## src/rtl/rs232c_pkg.sv

```systemverilog
// Shared opcode constants, FSM state type and opcode decode helpers for rs232c_port.
// RS232C_PORT_WORD_EN adds the INPUTW/OUTPUTW word opcodes to the I/O decode.
package rs232c_pkg;

    localparam logic [5:0] INPUTW  = 6'b111100;
    localparam logic [5:0] INPUTB  = 6'b111101;
    localparam logic [5:0] OUTPUTB = 6'b111110;
    localparam logic [5:0] OUTPUTW = 6'b111111;

    typedef enum logic {
        IDLE = 1'b0,
        XFER = 1'b1
    } state_t;

    function automatic logic is_word_op(input logic [5:0] op);
        return (op == INPUTW) || (op == OUTPUTW);
    endfunction

    function automatic logic is_io_op(input logic [5:0] op);
`ifdef RS232C_PORT_WORD_EN
        return (op == INPUTB) || (op == OUTPUTB) || is_word_op(op);
`else
        return (op == INPUTB) || (op == OUTPUTB);
`endif
    endfunction

    function automatic logic is_tx_op(input logic [5:0] op);
        return (op == OUTPUTB) || (op == OUTPUTW);
    endfunction

endpackage

```

## src/rtl/rs232c_word_shift.sv

```systemverilog
// Word shift register for rs232c_port: picks the outgoing byte of a word transfer
// and assembles incoming bytes into a zero-extended word.
module rs232c_word_shift #(
    parameter int unsigned WORD_BYTES = 4,
    parameter bit          MSB_FIRST  = 1'b1,
    localparam int unsigned BW        = (WORD_BYTES > 1) ? $clog2(WORD_BYTES) : 1
) (
    input  logic          clk,
    input  logic          reset,
    input  logic          word,
    input  logic [BW-1:0] beat,
    input  logic          load,
    input  logic          insert,
    input  logic [31:0]   rt,
    input  logic [7:0]    rx_byte,
    output logic [7:0]    tx_byte,
    output logic [31:0]   rx_word
);

    logic [31:0] shreg;
    logic [31:0] src;
    logic [31:0] base;
    logic [BW:0] n;
    logic [BW:0] idx;
    logic [4:0]  bitpos;

    always_comb begin
        n      = word ? (BW+1)'(WORD_BYTES) : (BW+1)'(1);
        idx    = MSB_FIRST ? (n - (BW+1)'(1) - {1'b0, beat}) : {1'b0, beat};
        bitpos = {idx[1:0], 3'b000};
        // beat 0 reads rt directly, so the first byte leaves without waiting for the load
        src     = (beat == '0) ? rt : shreg;
        tx_byte = 8'(src >> bitpos);
        base    = (beat == '0) ? '0 : shreg;
        if (MSB_FIRST) begin
            rx_word = {base[23:0], rx_byte};
        end else begin
            rx_word = base | (32'(rx_byte) << bitpos);
        end
    end

    always_ff @(posedge clk) begin
        if (reset) begin
            shreg <= '0;
        end else if (load && (beat == '0)) begin
            shreg <= rt;
        end else if (insert) begin
            shreg <= rx_word;
        end
    end

endmodule

```

## src/rtl/rs232c_port.sv

```systemverilog
// RS232C instruction dispatcher: byte/word I/O between decode and UART FIFOs with stall.
// Word ops (INPUTW/OUTPUTW) are compiled in only when RS232C_PORT_WORD_EN is defined.
module rs232c_port
    import rs232c_pkg::*;
#(
    parameter int unsigned WORD_BYTES = 4,
    parameter bit          MSB_FIRST  = 1'b1
) (
    input  logic        clk,
    input  logic        reset,
    input  logic [31:0] inst,
    input  logic [31:0] rt,
    input  logic        tx_ready,
    output logic        push_send_data,
    output logic [7:0]  send_data,
    input  logic        rx_wait,
    input  logic [7:0]  received_data,
    output logic        pop_received,
    output logic        stall,
    output logic        enable,
    output logic        float,
    output logic [4:0]  addr,
    output logic [31:0] data
);

    logic [5:0]  op;
    logic        op_io;
    logic        op_tx;
    logic        hs;
    logic        last;
    logic        tx_beat;
    logic        rx_beat;
    logic [7:0]  tx_byte;
    logic [31:0] rx_word;

    assign op      = inst[31:26];
    assign op_io   = is_io_op(op);
    assign op_tx   = is_tx_op(op);
    assign hs      = op_tx ? tx_ready : ~rx_wait;
    assign tx_beat = op_io & op_tx & hs;
    assign rx_beat = op_io & ~op_tx & hs;

    assign stall        = ~reset & op_io & ~(hs & last);
    assign pop_received = ~reset & rx_beat;
    assign float        = 1'b0;

    logic unused_inst;
    assign unused_inst = ^{inst[25:21], inst[15:0]};

`ifdef RS232C_PORT_WORD_EN
    localparam int unsigned BW = (WORD_BYTES > 1) ? $clog2(WORD_BYTES) : 1;

    state_t        state;
    logic [BW-1:0] beat;
    logic          word;

    assign word = is_word_op(op);
    assign last = word ? (beat == BW'(WORD_BYTES - 1)) : 1'b1;

    rs232c_word_shift #(
        .WORD_BYTES (WORD_BYTES),
        .MSB_FIRST  (MSB_FIRST)
    ) u_shift (
        .clk     (clk),
        .reset   (reset),
        .word    (word),
        .beat    (beat),
        .load    (tx_beat),
        .insert  (rx_beat),
        .rt      (rt),
        .rx_byte (received_data),
        .tx_byte (tx_byte),
        .rx_word (rx_word)
    );

    // Leaving I/O decode mid-word is a flush: the partial word is simply dropped.
    always_ff @(posedge clk) begin
        if (reset) begin
            state <= IDLE;
            beat  <= '0;
        end else begin
            case (state)
                IDLE: begin
                    if (op_io && hs && !last) begin
                        state <= XFER;
                        beat  <= BW'(1);
                    end
                end
                XFER: begin
                    if (!op_io) begin
                        state <= IDLE;
                        beat  <= '0;
                    end else if (hs) begin
                        if (last) begin
                            state <= IDLE;
                            beat  <= '0;
                        end else begin
                            beat <= beat + BW'(1);
                        end
                    end
                end
                default: begin
                    state <= IDLE;
                    beat  <= '0;
                end
            endcase
        end
    end
`else
    localparam int unsigned unused_cfg = WORD_BYTES + 32'(MSB_FIRST);

    logic unused_rt;
    assign unused_rt = ^rt[31:8];

    assign last    = 1'b1;
    assign tx_byte = rt[7:0];
    assign rx_word = {24'b0, received_data};
`endif

    always_ff @(posedge clk) begin
        if (reset) begin
            push_send_data <= 1'b0;
            send_data      <= '0;
            enable         <= 1'b0;
            addr           <= '0;
            data           <= '0;
        end else begin
            push_send_data <= tx_beat;
            if (tx_beat) begin
                send_data <= tx_byte;
            end
            enable <= rx_beat & last;
            if (rx_beat && last) begin
                addr <= inst[20:16];
                data <= rx_word;
            end
        end
    end

endmodule

```

## config.mk

```make
export PLATFORM = sky130hd
export DESIGN_NAME = rs232c_port
export DESIGN_NICKNAME = d
export VERILOG_FILES = /design/src/rtl/rs232c_pkg.sv /design/src/rtl/rs232c_word_shift.sv /design/src/rtl/rs232c_port.sv
export SDC_FILE = /design/constraint.sdc
export NUM_CORES = 1
export LEC_CHECK = 0
export CORE_MARGIN = 8
export CORE_UTILIZATION = 32
export DETAILED_ROUTE_END_ITERATION = 6
export PLACE_DENSITY = 0.87
export SYNTH_ARGS = -nofsm -noshare
export SYNTH_HDL_FRONTEND = slang
export SYNTH_SLANG_ARGS = --single-unit
```

## constraint.sdc

```tcl
create_clock -name clk -period 3.1 [get_ports clk]
set_input_delay 0.93 -clock clk [delete_from_list [all_inputs] [get_ports clk]]
set_output_delay 0.93 -clock clk [all_outputs]
set_load 0.005 [all_outputs]
```

==> CHANGELOG.md <==
### Physical design

- Max IR drop VDD: 140 uV
- Status: finished, final reports clean
- Switch share: 21.5%
- Leading cell kind: logic gates
- Seq pwr share: 52.8%
- Multi-input combinational cell area: 677 um2
- Clk cell area share: 2.47%
- Max Fanout on Critical Path: 3
- AND/OR/NAND/NOR Cells, Area Fraction: 28.6%
- CP Data Arrival Time: 2.12 ns
- Well Taps: 50
- Slowest CP cell: clkdlybuf4s50_1
- Dominant logic cell types in the final layout: clkdlybuf4s50_1 (53), nand2b_1 (42), conb_1 (25)
- Hold Path Depth: 2
- Die Size: 0.00624 mm2
- Antenna Violating Nets Remaining: 0
- CP startpoint kind: input pin
- Slew @ Worst Pin: 0.534 ns
- Clk root buf: clkbuf_8
- # nets final: 264
- Reg2Reg Depth: 2
- Clock input transition at the sequential cells of the worst setup and hold paths: 0.08 ns
- Clock buffer cells: 4
- Distinct lib cells: 16
- Psw: 121 uW
- Pre-CTS setup slack: -0.314 ns
- Yosys xor share: 0%
- Fmax achieved: 328 MHz
- Seq area share: 25.2%
- Crit Path Class: in -> out
- Post-synth seq share: 36.3%
- Final Max Tran Viols: 0
- Ys async rst share: 0%
- Flop Count: 23
- Comb power frac: 14.9%
- Post-Syn Instances: 130
- Max Cap Viol: 0
- Clk pwr share: 32.3%
- # port buffers: 55
- Multi-Input Combinational: 100
- Num CTS Buffers: 3
- Critical path endpoint category: primary output
- Min-delay worst type: reg -> reg
- Wire per inst: 12.1 um
- Clock Sinks: 23
- Core Density at Floorplan: 32.4%
- Clk buf depth: 2
- DRC viols: 0
- Setup total negative slack: 0 ns
- Initial DRC count: 20
- OpenROAD warnings: 71
- Final Critical Period: 3.05 ns
- Clock Latency Late Sink: 0.26 ns
- Reg area: 460 um2
- Total power: 562 uW
- Drt pass-1 iters: 3
- Hold buffers post-CTS: 0
- Top cell excl fill/tap: clkdlybuf4s50_1
- RSZ-0062 raised after global routing: false
- Die H: 79.0 um
- Area added between synthesis and finish: 44.0%
- Ys flops: 23
- Yosys cell count: 130
- PostCTS Resize Cnt: 5
- First-pass GRT wire length: 4670 um
- LEAKAGE: 0.000684 uW
- Horiz. Die Dim: 79.0 um
- Inverters: 0
- Post-synthesis compound-gate area fraction: 0.394%
- Dominant register cell: dfxtp_1
- Final setup vio count: 0
- Hold Violations, Final: 0
- Routability congestion estimate: 0.739
- Post-synth EDFFs: 0
- Largest net degree at the start of global routing: 45
- Yosys Chip Area: 0.00127 mm2
- Largest logic family: simple AND/OR/NAND/NOR gates
- Max transition margin: 64.4%
- Fraction of layout cells with a size suffix above 1: 8.02%
- Vias per Instance: 3.98
- Data buffer area share: 31.8%
- Post-DP HPWL: 2320 um
- Final WS setup: 0.0539 ns
- GR Overflow Total: 0
- Final period utilization: 98.3%
- Synth Warn #: 0
- # H-tree levels: 1
- Synthesized area: 0.00127 mm2
- Post-CTS setup buffers: 0
- Fin Clk Skew: 0 ns
- Buffers outside the clock class: 60
- Internal power: 441 uW
- TritonCTS clock tree: built
- Vias in the first global route: 1002
- I/O pin cnt: 126
- Worst path cell trace: clkdlybuf4s50_1 -> buf_4 -> and3b_2 -> a21oi_1 -> nor3_1 -> dlygate4sd2_1
- Pwr Density: 308 mW/mm2
- Mux share: 16.6%
- Comb area share: 37.1%
- Worst path max stage delay: 0.42 ns
- Syn_area_per_cell: 9.76 um2
- Adder share: 0%
- N_diodes: 0
- Placed cells: 233
- GRT Resource Usage Total: 9.14%
- Initial antenna violation count: 0
- Data required, critical path: 2.17 ns
power groups by stage:
| stage | combinational [uW] | clock, uW | sequential [uW] |
|---|---|---|---|
| global placement | 81.8 | 0 | 304 |
| CTS | 83.3 | 193 | 297 |
| global route | 92.1 | 204 | 297 |
| finish | 83.6 | 182 | 297 |
| detailed placement | 83.1 | 0 | 304 |
| floorplan | 56.4 | 0 | 304 |
stage by stage:
step	area, um2	hold WS (ns)
detailed placement	1780	0.462
global route	1830	0.499
global placement	1780	0.458
finish	1830	0.473
CTS	1830	0.480
floorplan	1360	0.465
path summary, 6_finish.rpt:
check                                                from                        end  slack (ns)
worst max register to register       data[4]$_SDFFE_PP0P_       data[4]$_SDFFE_PP0P_        2.50
worst max-delay path                             inst[26]                      stall        0.05
worst min register to register  send_data[4]$_SDFFE_PP0P_  send_data[4]$_SDFFE_PP0P_        0.47
worst min-delay path            send_data[4]$_SDFFE_PP0P_  send_data[4]$_SDFFE_PP0P_        0.47
Yosys cell counts (4+ instances only):
cell      number  share of area (%)
buf_4         25                 15
clkbuf_1       5                1.5
dfxtp_1       23                 36
mux2i_1       21                 17
nand2b_1      42                 21
nor3_1         4                1.6
metal layers:
layer	wire, um	share of wire, %	vias up	track usage, %
met3	136	4.8	2	1.47
met5	0	0	-	0
met4	22	0.77	0	3.89
met1	1040	36	435	8.84
met2	1660	58	26	18.3
li1	-	-	481	-
state kept, by name, summed over array words and instances, names as in the netlist:
register        count
data                8
push_send_data      1
send_data           8
enable              1
addr                5
worst max-delay path, delay by kind of cell:
| family | cells | cell delay [ns] |
|---|---|---|
| compound gates | 1 | 0.12 |
| buf+inv | 3 | 0.83 |
| simple gates | 2 | 0.24 |
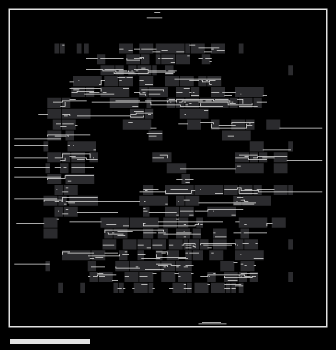
Figure 1: metal 1.
Bar = 20 um.
longest straight run: 18.4 um
share of all routed wire: 36%
main direction: horizontal
met1 global-route usage: 8.84%
vias: 944
final wirelength: 2860 um

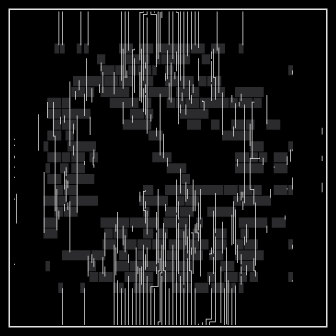
Figure 2: signal wires on met2.
nets with wire on the layer: 188
wire length on this layer: 1660 um
longest straight run: 28.9 um
met2 GRT Util: 18.3%

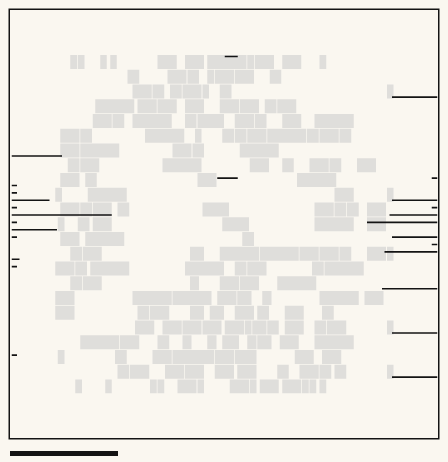
Figure 3: the metal 3 layer.
Bar = 20 um.
wire length on this layer: 136 um
main direction: horizontal
longest straight run: 18.2 um
nets with wire on the layer: 25
share of all routed wire: 4.8%
met3 Usage GRT: 1.47%

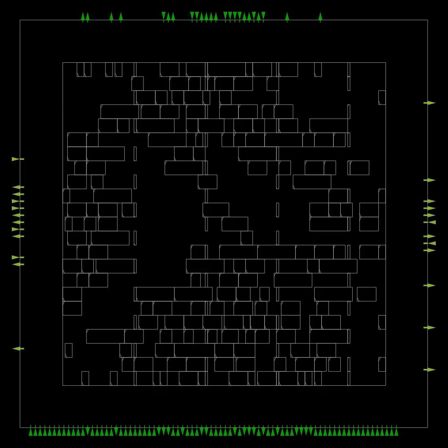
Figure 4: cell outlines without signal wires.
Layout fillers: 393
Final Core Density: 46.7%
std cell rows: 23
core region area: 0.00391 mm2
fin cells: 237

Power is estimated from default activity; no workload was simulated.
